$ cat config.mk
export PLATFORM = sky130hd
export DESIGN_NAME = mf_trigger
export DESIGN_NICKNAME = d
export VERILOG_FILES = /design/src/rtl/mf_trigger_pkg.sv /design/src/rtl/trig_scaler.sv /design/src/rtl/mf_trigger.sv
export SDC_FILE = /design/constraint.sdc
export NUM_CORES = 1
export LEC_CHECK = 0
export CELL_PAD_IN_SITES_DETAIL_PLACEMENT = 1
export CELL_PAD_IN_SITES_GLOBAL_PLACEMENT = 1
export CORE_UTILIZATION = 43
export CTS_CLUSTER_SIZE = 40
export DETAILED_ROUTE_END_ITERATION = 16
export PLACE_DENSITY_LB_ADDON = 0.1
export SYNTH_ARGS = -nofsm -noshare
export SYNTH_HDL_FRONTEND = slang
export SYNTH_SLANG_ARGS = --single-unit
$ cat constraint.sdc
create_clock -name aclk -period 11.77 [get_ports aclk]
set_input_delay 3.531 -clock aclk [delete_from_list [all_inputs] [get_ports aclk]]
set_output_delay 3.531 -clock aclk [all_outputs]
set_load 0.1 [all_outputs]
$ cat src/rtl/mf_trigger_pkg.sv
// Shared types and constants for the matched-filter trigger.
package mf_trigger_pkg;

  typedef enum logic [1:0] {
    ST_DISABLED = 2'd0,
    ST_ARMED    = 2'd1,
    ST_HOLDOFF  = 2'd2
  } trig_state_e;

  localparam int SCALER_W = 16;

endpackage

$ cat src/rtl/trig_scaler.sv
// Trigger rate scaler: counts triggers over a fixed period and reports the total.
module trig_scaler
  import mf_trigger_pkg::*;
#(
  parameter int SCAL_PERIOD = 1000000
) (
  input  logic                aclk,
  input  logic                arst,
  input  logic                trig_i,
  output logic [SCALER_W-1:0] scaler_o,
  output logic                scaler_valid_o
);

  localparam int PW = (SCAL_PERIOD > 1) ? $clog2(SCAL_PERIOD) : 1;
  localparam logic [PW-1:0] PERIOD_LAST = PW'(SCAL_PERIOD - 1);

  logic [PW-1:0]       period_cnt;
  logic [SCALER_W-1:0] run_cnt;

  function automatic logic [SCALER_W-1:0] sat_inc(input logic [SCALER_W-1:0] c,
                                                  input logic              inc);
    sat_inc = (inc && (c != '1)) ? c + 1'b1 : c;
  endfunction

  always_ff @(posedge aclk or posedge arst) begin
    if (arst) begin
      period_cnt     <= '0;
      run_cnt        <= '0;
      scaler_o       <= '0;
      scaler_valid_o <= 1'b0;
    end else begin
      scaler_valid_o <= 1'b0;
      if (period_cnt == PERIOD_LAST) begin
        // terminal cycle: the trigger present now still belongs to this period
        period_cnt     <= '0;
        scaler_o       <= sat_inc(run_cnt, trig_i);
        scaler_valid_o <= 1'b1;
        run_cnt        <= '0;
      end else begin
        period_cnt <= period_cnt + 1'b1;
        run_cnt    <= sat_inc(run_cnt, trig_i);
      end
    end
  end

endmodule

$ cat src/rtl/mf_trigger.sv
// Threshold trigger on a multi-sample matched-filter stream with holdoff and rate scaler.
module mf_trigger
  import mf_trigger_pkg::*;
#(
  parameter int               NBITS       = 18,
  parameter int               NSAMPS      = 8,
  parameter int               HOLDOFF     = 16,
  parameter int               SCAL_PERIOD = 1000000,
  parameter logic [NBITS-1:0] THRESH_INIT = '1
) (
  input  logic                        aclk,
  input  logic                        arst,
  input  logic [NBITS*NSAMPS-1:0]     data_i,
  input  logic                        enable_i,
  input  logic [NBITS-1:0]            thresh_i,
  input  logic                        thresh_wr_i,
  output logic                        trig_o,
  output logic [$clog2(NSAMPS)-1:0]   trig_idx_o,
  output logic [SCALER_W-1:0]         scaler_o,
  output logic                        scaler_valid_o
);

  localparam int IDX_W  = $clog2(NSAMPS);
  localparam int HOLD_W = (HOLDOFF > 1) ? $clog2(HOLDOFF) : 1;
  localparam logic [HOLD_W-1:0] HOLD_LOAD = HOLD_W'((HOLDOFF > 0) ? HOLDOFF - 1 : 0);

  logic [NSAMPS-1:0][NBITS-1:0] mag_p0;
  logic [NSAMPS-1:0]            exc_p1;
  logic [NBITS-1:0]             thresh_q;
  trig_state_e                  state_p2;
  logic [HOLD_W-1:0]            hold_cnt_p2;

  // |x| kept in NBITS unsigned bits so the most negative code maps to 2^(NBITS-1)
  function automatic logic [NBITS-1:0] magnitude(input logic signed [NBITS-1:0] x);
    logic [NBITS-1:0] ux;
    ux = x;
    magnitude = x[NBITS-1] ? (~ux + 1'b1) : ux;
  endfunction

  function automatic logic [IDX_W-1:0] first_set(input logic [NSAMPS-1:0] v);
    first_set = '0;
    for (int k = NSAMPS - 1; k >= 0; k--)
      if (v[k]) first_set = IDX_W'(k);
  endfunction

  // stage p0 magnitude, stage p1 threshold compare
  always_ff @(posedge aclk or posedge arst) begin
    if (arst) begin
      mag_p0   <= '0;
      exc_p1   <= '0;
      thresh_q <= THRESH_INIT;
    end else begin
      for (int k = 0; k < NSAMPS; k++) begin
        mag_p0[k] <= magnitude(data_i[NBITS*k +: NBITS]);
        exc_p1[k] <= (mag_p0[k] > thresh_q);
      end
      if (thresh_wr_i) thresh_q <= thresh_i;
    end
  end

  // stage p2 trigger FSM
  always_ff @(posedge aclk or posedge arst) begin
    if (arst) begin
      state_p2    <= ST_DISABLED;
      trig_o      <= 1'b0;
      trig_idx_o  <= '0;
      hold_cnt_p2 <= '0;
    end else begin
      trig_o <= 1'b0;
      if (!enable_i) begin
        state_p2 <= ST_DISABLED;
      end else begin
        case (state_p2)
          ST_DISABLED: state_p2 <= ST_ARMED;
          ST_ARMED: begin
            if (|exc_p1) begin
              trig_o      <= 1'b1;
              trig_idx_o  <= first_set(exc_p1);
              hold_cnt_p2 <= HOLD_LOAD;
              state_p2    <= (HOLDOFF == 0) ? ST_ARMED : ST_HOLDOFF;
            end
          end
          ST_HOLDOFF: begin
            if (hold_cnt_p2 == '0) state_p2 <= ST_ARMED;
            else hold_cnt_p2 <= hold_cnt_p2 - 1'b1;
          end
          default: state_p2 <= ST_DISABLED;
        endcase
      end
    end
  end

  trig_scaler #(
    .SCAL_PERIOD (SCAL_PERIOD)
  ) u_scaler (
    .aclk           (aclk),
    .arst           (arst),
    .trig_i         (trig_o),
    .scaler_o       (scaler_o),
    .scaler_valid_o (scaler_valid_o)
  );

endmodule

### M1 wires

The bar under the picture is 50 um long.
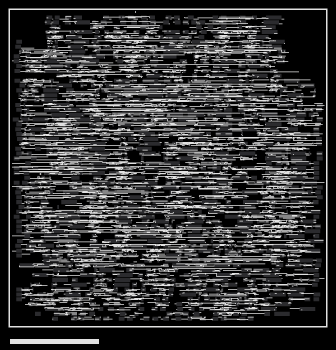
The layer carries 16100 um of wire. The longest straight run is 104 um. 1621 nets have wire on it. The layer holds 44% of the routed length. The wires run mostly horizontal.

### Met2 routing

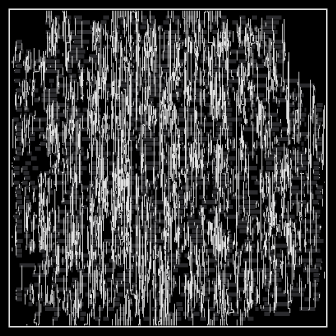
The longest straight run is 92.1 um. The layer holds 50% of the routed length. 1583 nets have wire on it. The layer carries 18200 um of wire. The wires run mostly vertical.
total via count after detailed routing: 10290
final routed wirelength across all metal layers: 36280 um
GRT met2 Usage: 42.40%

[through the flow]
| stage | utilization, % | instance area [sq um] | total power (uW) | hold WS [ns] |
|---|---|---|---|---|
| after floorplan | - | 13160 | 1231 | 0.4452 |
| after global placement | 51.77 | 15470 | 1413 | 0.4585 |
| after detailed placement | 51.77 | 15470 | 1440 | 0.4676 |
| after CTS | 55.00 | 16430 | 2333 | 0.4800 |
| after global routing | 55.00 | 16430 | 2418 | 0.5095 |
| final | 55.00 | 16430 | 2308 | 0.4735 |
[cell type report]
class                      instances  area share [%]
multi-input combinational        944           42.47
sequential                       233           35.62
timing repair buffer             191           11.56
clock buffer                      46           5.414
tap                              390           2.970
inverter                          64           1.508
clock inverter                     5          0.4569
[registers in the layout (all words and copies together) (netlist names)]
| name | count |
|---|---|
| exc_p1 | 8 |
| hold_cnt_p2 | 4 |
| mag_p0 | 144 |
| state_p2 | 2 |
| thresh_q | 18 |
| trig_idx_o | 3 |
| trig_o | 1 |
| u_scaler.period_cnt | 20 |
| u_scaler.run_cnt | 16 |
| u_scaler.scaler_o | 16 |
| u_scaler.scaler_valid_o | 1 |
[power groups by stage]
stage / clock [uW] / combinational, uW / sequential (uW)
after floorplan: 0 / 267 / 964
after CTS: 900 / 501 / 932
after global placement: 0 / 471 / 942
after detailed placement: 0 / 495 / 945
after global routing: 927 / 551 / 939
final: 882 / 495 / 932
[logic make-up (layout without fill, tap and decap cells)]
logic type / after synthesis / after routing / synth area share (%)
flops: 233 / 233 / 44.48
fa+ha+maj: 155 / 155 / 14.74
buf+inv: 87 / 306 / 2.482
compound gates: 271 / 271 / 13.39
xor+xnor: 147 / 147 / 9.785
simple gates: 367 / 367 / 14.81
mux: 4 / 4 / 0.3138
[cell usage after synthesis, drive strengths merged (23+ instances only)]
cell type / count
nor2: 56
clkbuf: 23
or4: 24
nand2: 104
a21o: 38
a21oi: 57
inv: 63
dfrtp: 215
xnor2: 127
o31ai: 39
nand3: 33
ha: 155
o21ai: 81
nand4: 34
[worst max path at each step]
stage,from,endpoint,depth (start not counted)
floorplan,arst,exc_p1[0],1
global placement,data_i[18],mag_p0[33],6
detailed placement,data_i[44],mag_p0[51],6
CTS,trig_o,trig_o,1
global route,trig_o,trig_o,1
finish,trig_o,trig_o,1
[layer usage]
layer	GRT usage [%]	vias up	routed length (um)
met4	6.825	0	930
met5	0	-	0
met2	42.40	166	18230
met1	30.11	5099	16060
li1	-	4972	-
met3	3.007	56	1057
[cell usage in the layout (no fill, tap or decap), drive strengths merged, types with 15 or more instances in the layout]
master         netlist  final
clkdlybuf4s50        0    186
xor2                20     20
o41ai               16     16
dfstp               18     18
xnor2              127    127
nor4                15     15
nand3               33     33
nor2b               15     15
dfrtp              215    215
inv                 63     63
or4                 24     24
ha                 155    155
a21o                38     38
clkbuf              23     46
nand2              104    104
o31ai               39     39
nor2                56     56
or3                 22     22
nand4               34     34
o21ai               81     81
nor3                16     16
a21oi               57     57
==> notes.md <==
Run status
* finished clean — result of the run

STA
* 0 — final setup violation count
* 1.154 ns — Tightest Pin Transition
* 5.673 ns — clock period minus final worst setup slack
* 22.80% — Slew HR
* 48.20% — Period Utilization, post-route
* 0.01463 ns — largest clock skew in the final design
* 176.3 MHz — Max Clk Rate
* 0 — final count of pins violating max slew
* false — RSZ-0062 raised after global routing
* 0 — number of hold violations in the final report

CTS
* 0 — setup bufs post-CTS
* 0.05 ns — CTS clk-pin slew, worst paths
* 0.55 ns — clock latency on the worst-skew pair
* built — TritonCTS clock tree
* clkbuf_16 — CTS root buf
* 0 — CTS hold repair buffers
* 3 — largest buffer count on any clock path
* 0 — number of gates resized after cts
* 1 — Clock H-tree levels
* 233 — TritonCTS sink count

Power and ir drop
* 1648 uW — internal power summed over all cells
* 21.4% — portion of total power attributed to combinational logic
* 140.5 nW/um^2 — PwrDens
* 38.2% — share of total power in the clock network
* 40.4% — Reg power frac
* 28.61% — net switching fraction of the power
* 0.007180 uW — Static Leak

Min path
* u_scaler.scaler_o[4] — worst-case hold path end point
* 2 — Hold Path Stages
* flip-flop to flip-flop — Hold/Removal Path Class
* u_scaler.scaler_o[4] — hold path start

Routing
* 0 — DRC Markers
* 0 — remaining antenna violation count
* 5.495 — routed via count divided by cell count
* 334 — Starting DRT DRC Count
* 4 — iteration count of the initial detailed-routing pass

Die
* 29870 sq um — core region area
* 31300 sq um — area of the die
* 44.04% — Init Core Util
* 187 — count of pins on the block boundary
* 176.9 um — width of the die
* 63 — FP Rows

Logic synthesis
* 233 — flip-flop and latch count after synthesis
* 0 — count of flip-flops with a built-in enable after synthesis
* dfrtp_1 (41%), ha_1 (15%), xnor2_1 (8.5%) — Top area cell types
* 1264 — Syn Inst Count
* 44.48% — register area share after synthesis
* dfrtp_1 — most frequently used flop master after synthesis
* 0 — yosys warns
* 13160 sq um — area figure in the yosys stat output
* 40.89% — Top cell area share
* dfrtp_1 — library cell occupying the most area in the post-synthesis netlist
* 1585 — net count of the mapped netlist
* 13160 sq um — post-synthesis instance area
* 1264 — yosys cell count

Critical path
* clkdlybuf4s50_1 — chain of cells forming the critical path
* 1 — crit path buf inv count
* 6 — worst-path maximum fanout
* clkdlybuf4s50_1 — Worst path slowest cell
* 1.17 ns — biggest cell delay along the critical path
* 9.35 ns — reg-to-reg slack, setup
* 8.24 ns — data required time at the worst endpoint
* flip-flop to primary output — start-to-end type of the worst setup path
* thresh_q[15] — launch instance of the worst register-to-register path
* flip-flop — crit path launch type
* primary output — Setup crit end kind
* 2.14 ns — Arr. time, crit path
* exc_p1[7] — end of the worst register-to-register path
* buffers and inverters — cell class contributing the biggest share of worst-path delay
* 7 — cell count of the worst reg-to-reg path

GRT
* 58460 um — wire length of the first global-routing pass
* 91 — maximum number of pins on one net before global-route repair
* 0 — GR Overflow Total
* 23.82% — overall track demand over capacity in global routing
* 11160 — vias in the first global route
* 0 — initial antenna violation count

Placement
* 186 — count of input and output buffers
* 26820 um — HPWL Detailed
* 1822 — Placed Instances
* 5.907 ns — Place WS
* 0.8260 — gpl congestion

Final layout
* 0 — ant diodes
* 3246 — fill cell count
* 5.597% — share of layout cells above drive strength 1
* 1873 — number of standard cells in the final layout excluding fillers

Run
* 26 — OpenROAD warnings
* 0 — number of max-cap violations

Power figures rest on the tool's default switching activity, not on a simulated workload.
